[src/rtl/exec_unit_if.sv]
// Request and register-file write-back bus of the execution unit.
// The master issues operations; the slave (exec_unit) returns writes and flags.
interface exec_unit_if;
   logic       i_start;
   logic [2:0] i_op;
   logic [2:0] i_dst;
   logic [7:0] i_a;
   logic [7:0] i_b;
   logic       o_busy;
   logic       o_done;
   logic       RF_w_en;
   logic [2:0] w_addr;
   logic [7:0] w_data;
   logic [3:0] o_flags;

   modport master (
      output i_start, i_op, i_dst, i_a, i_b,
      input  o_busy, o_done, RF_w_en, w_addr, w_data, o_flags
   );

   modport slave (
      input  i_start, i_op, i_dst, i_a, i_b,
      output o_busy, o_done, RF_w_en, w_addr, w_data, o_flags
   );
endinterface

[src/rtl/exec_unit.sv]
// 8-bit execution unit: single-cycle ALU ops and an optional 8-step shift-add
// multiply, each finishing with one register-file write-back cycle.
module exec_unit #(
   parameter bit MUL_EN = 1'b1
) (
   input logic         clk,
   input logic         rst,
   exec_unit_if.slave  bus
);

   localparam logic [2:0] OpAdd = 3'b000;
   localparam logic [2:0] OpSub = 3'b001;
   localparam logic [2:0] OpAnd = 3'b010;
   localparam logic [2:0] OpOr  = 3'b011;
   localparam logic [2:0] OpXor = 3'b100;
   localparam logic [2:0] OpShl = 3'b101;
   localparam logic [2:0] OpShr = 3'b110;
   localparam logic [2:0] OpMul = 3'b111;

   typedef enum logic [1:0] {StIdle, StMul, StWb} state_e;

   state_e      state_q, state_d;
   logic [2:0]  dst_q;
   logic [7:0]  a_q, b_q;
   logic [15:0] acc_q;
   logic [2:0]  cnt_q;
   logic [7:0]  res_q;
   logic [3:0]  flags_q;

   logic        accept;
   logic        mul_path;
   logic [8:0]  sum9, diff9;
   logic [7:0]  alu_res;
   logic        alu_c, alu_v;
   logic [15:0] mul_addend, acc_nxt;
   logic        mul_last;

   assign accept   = (state_q == StIdle) && bus.i_start;
   assign mul_path = MUL_EN && (bus.i_op == OpMul);

   assign sum9  = {1'b0, bus.i_a} + {1'b0, bus.i_b};
   assign diff9 = {1'b0, bus.i_a} - {1'b0, bus.i_b};

   // Single-cycle ops are evaluated on the operands present at the accept
   // edge, i.e. exactly the values being latched.
   always_comb begin
      alu_res = 8'h00;
      alu_c   = 1'b0;
      alu_v   = 1'b0;
      case (bus.i_op)
         OpAdd: begin
            alu_res = sum9[7:0];
            alu_c   = sum9[8];
            alu_v   = (bus.i_a[7] == bus.i_b[7]) && (alu_res[7] != bus.i_a[7]);
         end
         OpSub: begin
            alu_res = diff9[7:0];
            alu_c   = diff9[8];
            alu_v   = (bus.i_a[7] != bus.i_b[7]) && (alu_res[7] != bus.i_a[7]);
         end
         OpAnd: alu_res = bus.i_a & bus.i_b;
         OpOr:  alu_res = bus.i_a | bus.i_b;
         OpXor: alu_res = bus.i_a ^ bus.i_b;
         OpShl: begin
            alu_res = {bus.i_a[6:0], 1'b0};
            alu_c   = bus.i_a[7];
         end
         OpShr: begin
            alu_res = {1'b0, bus.i_a[7:1]};
            alu_c   = bus.i_a[0];
         end
         // Multiply disabled: fixed zero result.
         default: alu_res = 8'h00;
      endcase
   end

   assign mul_addend = b_q[cnt_q] ? ({8'h00, a_q} << cnt_q) : 16'h0000;
   assign acc_nxt    = acc_q + mul_addend;
   assign mul_last   = (cnt_q == 3'd7);

   always_ff @(posedge clk) begin
      if (rst) begin
         state_q <= StIdle;
      end else begin
         state_q <= state_d;
      end
   end

   always_comb begin
      state_d = state_q;
      case (state_q)
         StIdle: begin
            if (bus.i_start) begin
               state_d = mul_path ? StMul : StWb;
            end
         end
         StMul: begin
            if (mul_last) begin
               state_d = StWb;
            end
         end
         StWb:    state_d = StIdle;
         default: state_d = StIdle;
      endcase
   end

   always_comb begin
      bus.o_busy  = (state_q != StIdle);
      bus.o_done  = (state_q == StWb);
      bus.RF_w_en = (state_q == StWb);
      bus.w_addr  = (state_q == StWb) ? dst_q : 3'd0;
      bus.w_data  = (state_q == StWb) ? res_q : 8'h00;
      bus.o_flags = flags_q;
   end

   // Flags and result load only on the edge that enters write-back.
   always_ff @(posedge clk) begin
      if (rst) begin
         dst_q   <= 3'd0;
         a_q     <= 8'h00;
         b_q     <= 8'h00;
         acc_q   <= 16'h0000;
         cnt_q   <= 3'd0;
         res_q   <= 8'h00;
         flags_q <= 4'h0;
      end else if (accept) begin
         dst_q <= bus.i_dst;
         a_q   <= bus.i_a;
         b_q   <= bus.i_b;
         acc_q <= 16'h0000;
         cnt_q <= 3'd0;
         if (!mul_path) begin
            res_q   <= alu_res;
            flags_q <= {alu_res == 8'h00, alu_res[7], alu_c, alu_v};
         end
      end else if (state_q == StMul) begin
         acc_q <= acc_nxt;
         cnt_q <= cnt_q + 3'd1;
         if (mul_last) begin
            res_q   <= acc_nxt[7:0];
            flags_q <= {acc_nxt[7:0] == 8'h00, acc_nxt[7], acc_nxt[15:8] != 8'h00, 1'b0};
         end
      end
   end

endmodule

[src/flat_wrapper.sv]
// flat-port wrapper written by rule: the top's interface ports become plain ports
module exec_unit_flat 
#(
   parameter bit MUL_EN = 1'b1
)
  (clk, rst, bus_i_start, bus_i_op, bus_i_dst, bus_i_a, bus_i_b, bus_o_busy, bus_o_done, bus_RF_w_en, bus_w_addr, bus_w_data, bus_o_flags);
  exec_unit_if bus_i ();
  input logic clk;
  input logic rst;
  input wire logic [$bits(bus_i.i_start)-1:0] bus_i_start;
  input wire logic [$bits(bus_i.i_op)-1:0] bus_i_op;
  input wire logic [$bits(bus_i.i_dst)-1:0] bus_i_dst;
  input wire logic [$bits(bus_i.i_a)-1:0] bus_i_a;
  input wire logic [$bits(bus_i.i_b)-1:0] bus_i_b;
  output wire logic [$bits(bus_i.o_busy)-1:0] bus_o_busy;
  output wire logic [$bits(bus_i.o_done)-1:0] bus_o_done;
  output wire logic [$bits(bus_i.RF_w_en)-1:0] bus_RF_w_en;
  output wire logic [$bits(bus_i.w_addr)-1:0] bus_w_addr;
  output wire logic [$bits(bus_i.w_data)-1:0] bus_w_data;
  output wire logic [$bits(bus_i.o_flags)-1:0] bus_o_flags;
  assign bus_i.i_start = bus_i_start;
  assign bus_i.i_op = bus_i_op;
  assign bus_i.i_dst = bus_i_dst;
  assign bus_i.i_a = bus_i_a;
  assign bus_i.i_b = bus_i_b;
  assign bus_o_busy = bus_i.o_busy;
  assign bus_o_done = bus_i.o_done;
  assign bus_RF_w_en = bus_i.RF_w_en;
  assign bus_w_addr = bus_i.w_addr;
  assign bus_w_data = bus_i.w_data;
  assign bus_o_flags = bus_i.o_flags;
  exec_unit #(.MUL_EN(MUL_EN)) u_core (.clk(clk), .rst(rst), .bus(bus_i));
endmodule
[config.mk]
export PLATFORM = sky130hd
export DESIGN_NAME = exec_unit_flat
export DESIGN_NICKNAME = d
export VERILOG_FILES = /design/src/rtl/exec_unit_if.sv /design/src/rtl/exec_unit.sv /design/src/flat_wrapper.sv
export SDC_FILE = /design/constraint.sdc
export NUM_CORES = 1
export LEC_CHECK = 0
export ABC_AREA = 0
export CAP_MARGIN = 20
export CORE_UTILIZATION = 60
export CTS_BUF_LIST = sky130_fd_sc_hd__clkbuf_8
export DETAILED_ROUTE_END_ITERATION = 8
export PLACE_DENSITY = 0.86
export SYNTH_ARGS = -nofsm -noshare
export SYNTH_HDL_FRONTEND = slang
export SYNTH_SLANG_ARGS = --single-unit
[constraint.sdc]
create_clock -name clk -period 4.5 [get_ports clk]
set_clock_uncertainty 0.05 [all_clocks]
set_input_delay 0.45 -clock clk [delete_from_list [all_inputs] [get_ports clk]]
set_output_delay 0.45 -clock clk [all_outputs]
set_load 0.02 [all_outputs]
### Routed metal, one color a layer

Two of the layers only.
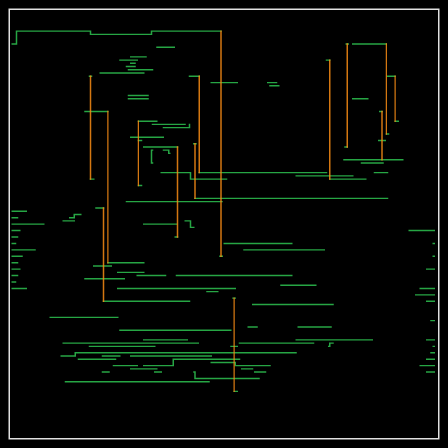
| layer | color | wire length |
|---|---|---|
| M3 | green | 836 um |
| M4 | orange | 291 um |
total routed wirelength: 13,300 um
total routing usage reported by global routing: 32.9%
post-detailed-route wirelength per cell: 17.7 um
Via Count: 4,771

### Logic cells by family

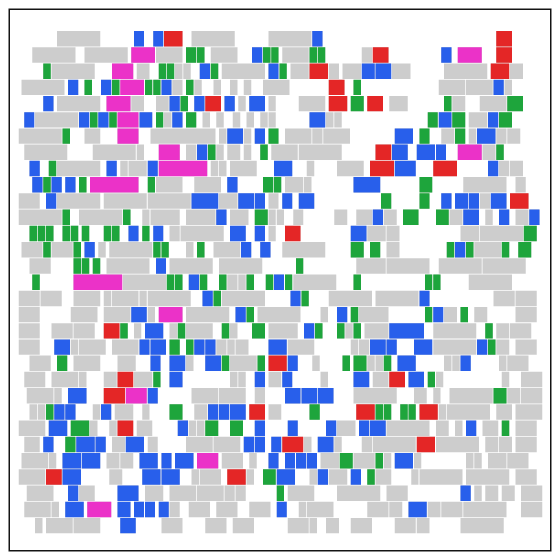
| family | color | cells | most used |
|---|---|---|---|
| mux cells | magenta | 16 | mux2i_1 |
| nand cells | green | 128 | nand2_1 |
| non-inverting ao/oa cells | red | 28 | a21o_1 |
| aoi and oai cells | blue | 157 | a21oi_1 |
most frequently placed logic cell in the final layout: nand2_1
number of cells in the finished layout apart from fillers: 755
multi-input combinational area share: 64.8%

==> run notes <==
Numbers from the implementation run.

The final cell area excluding filler cells is about 5200 sq um. The final hold violation count recorded for this run is 0. The first global-routing pass estimated about 22,000 um of wire. The largest buffer count on any clock path is 2.

The core region is 7410 sq um. The violation tally from detailed-route iteration zero is ~330. The post-route netlist has under 10% of its cells at a drive strength greater than 1. The width of the die is approximately 90 um.

The via count of the first global-routing pass came to roughly 4.4k. The worst setup path is launched from a flip-flop. The reg-to-reg setup timing slack is a little under 0.6 ns. The routability congestion estimate is 0.987. In the synthesized netlist, the number of instances is approximately 650.

Per the Yosys statistics, synthesis produced around 650 cells. The detailed-router iteration count before antenna repair is 5. The number of antenna diodes in the final layout is 0. The maximum vdd drop is 0.194 mV. The static leakage is between 2 and 2.5 nW.

The data arrival time of the critical path is around 4 ns. The number of buffer cells added on primary ports is ~42. The script computed a power per unit cell area of approximately 220 nW/um^2. The master cell of the clock root buffer is clkbuf_8. Relative to the synthesized area, the layout overhead comes to 10.7%. In the final report, the number of pins over their slew limit comes to 0. The mean instance size in the synthesized netlist is just over 7 sq um. The worst hold slack across all endpoints is slightly above 0.4 ns. The run finished with clean final reports. The post-synth count of flops with an enable pin is 0.

The timing-limited maximum frequency is roughly 0.26 GHz. The top flip-flop cell by instance count after synthesis is dfxtp_1. The tree built by TritonCTS fans out to between 50 and 60 sinks. The sum of negative setup slack is 0 ns.

After detailed placement, the total cell area comes to between 5000 and 6000 sq um. At floorplan, the net count of the design was reported as 718. The multi-input logic area is 3370 sq um. Per the post-CTS timing run, clock transition at the registers of the reported paths is about 0.1 ns. The post-synthesis sequential element count is about 51.

The total power consumption of the routed design is ~1.1 mW. Of the total synthesized cell area, the portion taken by AND-OR and OR-AND cells is 25.9%. The initial antenna violation count is 0.
### Sequential cells grouped by signal name

Scale bar: 20 um.
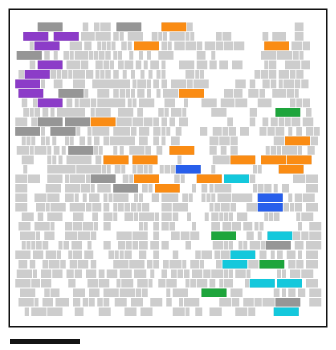
| name in the netlist | color | placed flops |
|---|---|---|
| `u_core.dst_q` | blue | 3 |
| `u_core.bus.o_flags` | green | 4 |
| `u_core.acc_q` | orange | 16 |
| `u_core.a_q` | purple | 8 |
| `u_core.res_q` | cyan | 7 |
not colored: 13
sequential share of cell area: 19.6%
utilization of the core after routing: 70.2%
Sequential Power: 486 uW

worst max-delay path, cell delays in order, from the launching register on:
cell and delay [ns]:
dfxtp_1 0.77, mux4_2 0.41, nand2_1 0.18, and2_1 0.28, a21oi_1 0.08, ha_1 0.38
nor3_1 0.08, nor2_1 0.24, a31oi_2 0.18, o21ai_1 0.24, mux2_1 0.37, o41ai_1 0.39
a21oi_1 0.12
sequential cells by signal, summed over array words and instances (netlist names):
name,count
u_core.state_q,2
u_core.b_q,8
u_core.res_q,7
u_core.dst_q,3
u_core.bus.o_flags,4
u_core.a_q,8
u_core.acc_q,16
u_core.cnt_q,3
synthesized netlist by cell type, types with 4 or more instances:
master	number	area (sq um)
nand3_1	14	70.1
a311oi_1	4	35.0
o21a_1	4	30.0
xnor2_1	10	87.6
buf_2	7	35.0
a2111oi_0	4	35.0
o31ai_1	5	37.5
dfxtp_1	51	1020
a211oi_1	10	75.1
nand2b_1	11	68.8
o21ai_1	5	25.0
buf_1	8	30.0
inv_1	32	120
clkbuf_1	25	93.8
nor2_1	58	218
nor2b_1	9	56.3
mux2i_1	6	60.1
a21o_1	10	75.1
and3_1	7	43.8
and2_1	15	93.8
a21oi_1	75	375
ha_1	44	551
nor3_1	21	105
nand4_1	6	37.5
mux2_2	5	56.3
a31oi_1	5	31.3
nand2_1	94	353
o211ai_1	4	30.0
o21bai_1	4	30.0
xor2_1	6	52.6
o21ai_0	17	85.1
metal layers:
layer / track usage (%) / vias up / routed length, um
li1: - / 2313 / -
met1: 42.0 / 2234 / 5850
met2: 56.3 / 195 / 6360
met3: 5.81 / 29 / 835
met4: 9.68 / 0 / 291
met5: 0 / - / 0
layout by cell type (no fill, tap or decap), types with 5 or more instances in the layout:
cell type	n
nand3_1	14
buf_4	5
nand2b_1	11
mux2i_1	6
a21o_1	10
o21ai_1	5
nand4_1	6
xnor2_1	10
and2_1	15
o21ai_0	17
clkdlybuf4s50_1	42
nor3_1	21
ha_1	44
nand2_1	94
dfxtp_1	51
and3_1	7
a211oi_1	10
a31oi_1	5
inv_1	32
nor2_1	58
a21oi_1	75
clkbuf_8	5
o31ai_1	5
xor2_1	6
nor2b_1	9
mux2_2	5
power by group:
group	switching (mW)	total [mW]	internal (mW)
Clock	0.164	0.327	0.163
Combinational	0.183	0.308	0.126
Sequential	0.0147	0.486	0.471
worst paths after layout:
path	start	endpoint	cells after the start
worst max-delay path	u_core.cnt_q[1]	u_core.acc_q[13]	12
worst min-delay path	u_core.bus.o_flags[0]	u_core.bus.o_flags[0]	2
worst max register to register	u_core.cnt_q[1]	u_core.acc_q[13]	12
worst min register to register	u_core.bus.o_flags[0]	u_core.bus.o_flags[0]	2
cell type report:
cell class                 instances  share of cell area [%]
tap                               99                    2.38
clock inverter                     2                   0.722
inverter                          32                    2.31
multi-input combinational        519                    64.8
timing repair buffer              47                    8.80
clock buffer                       5                    1.32
sequential                        51                    19.6
Power and IR drop assume default switching activity.
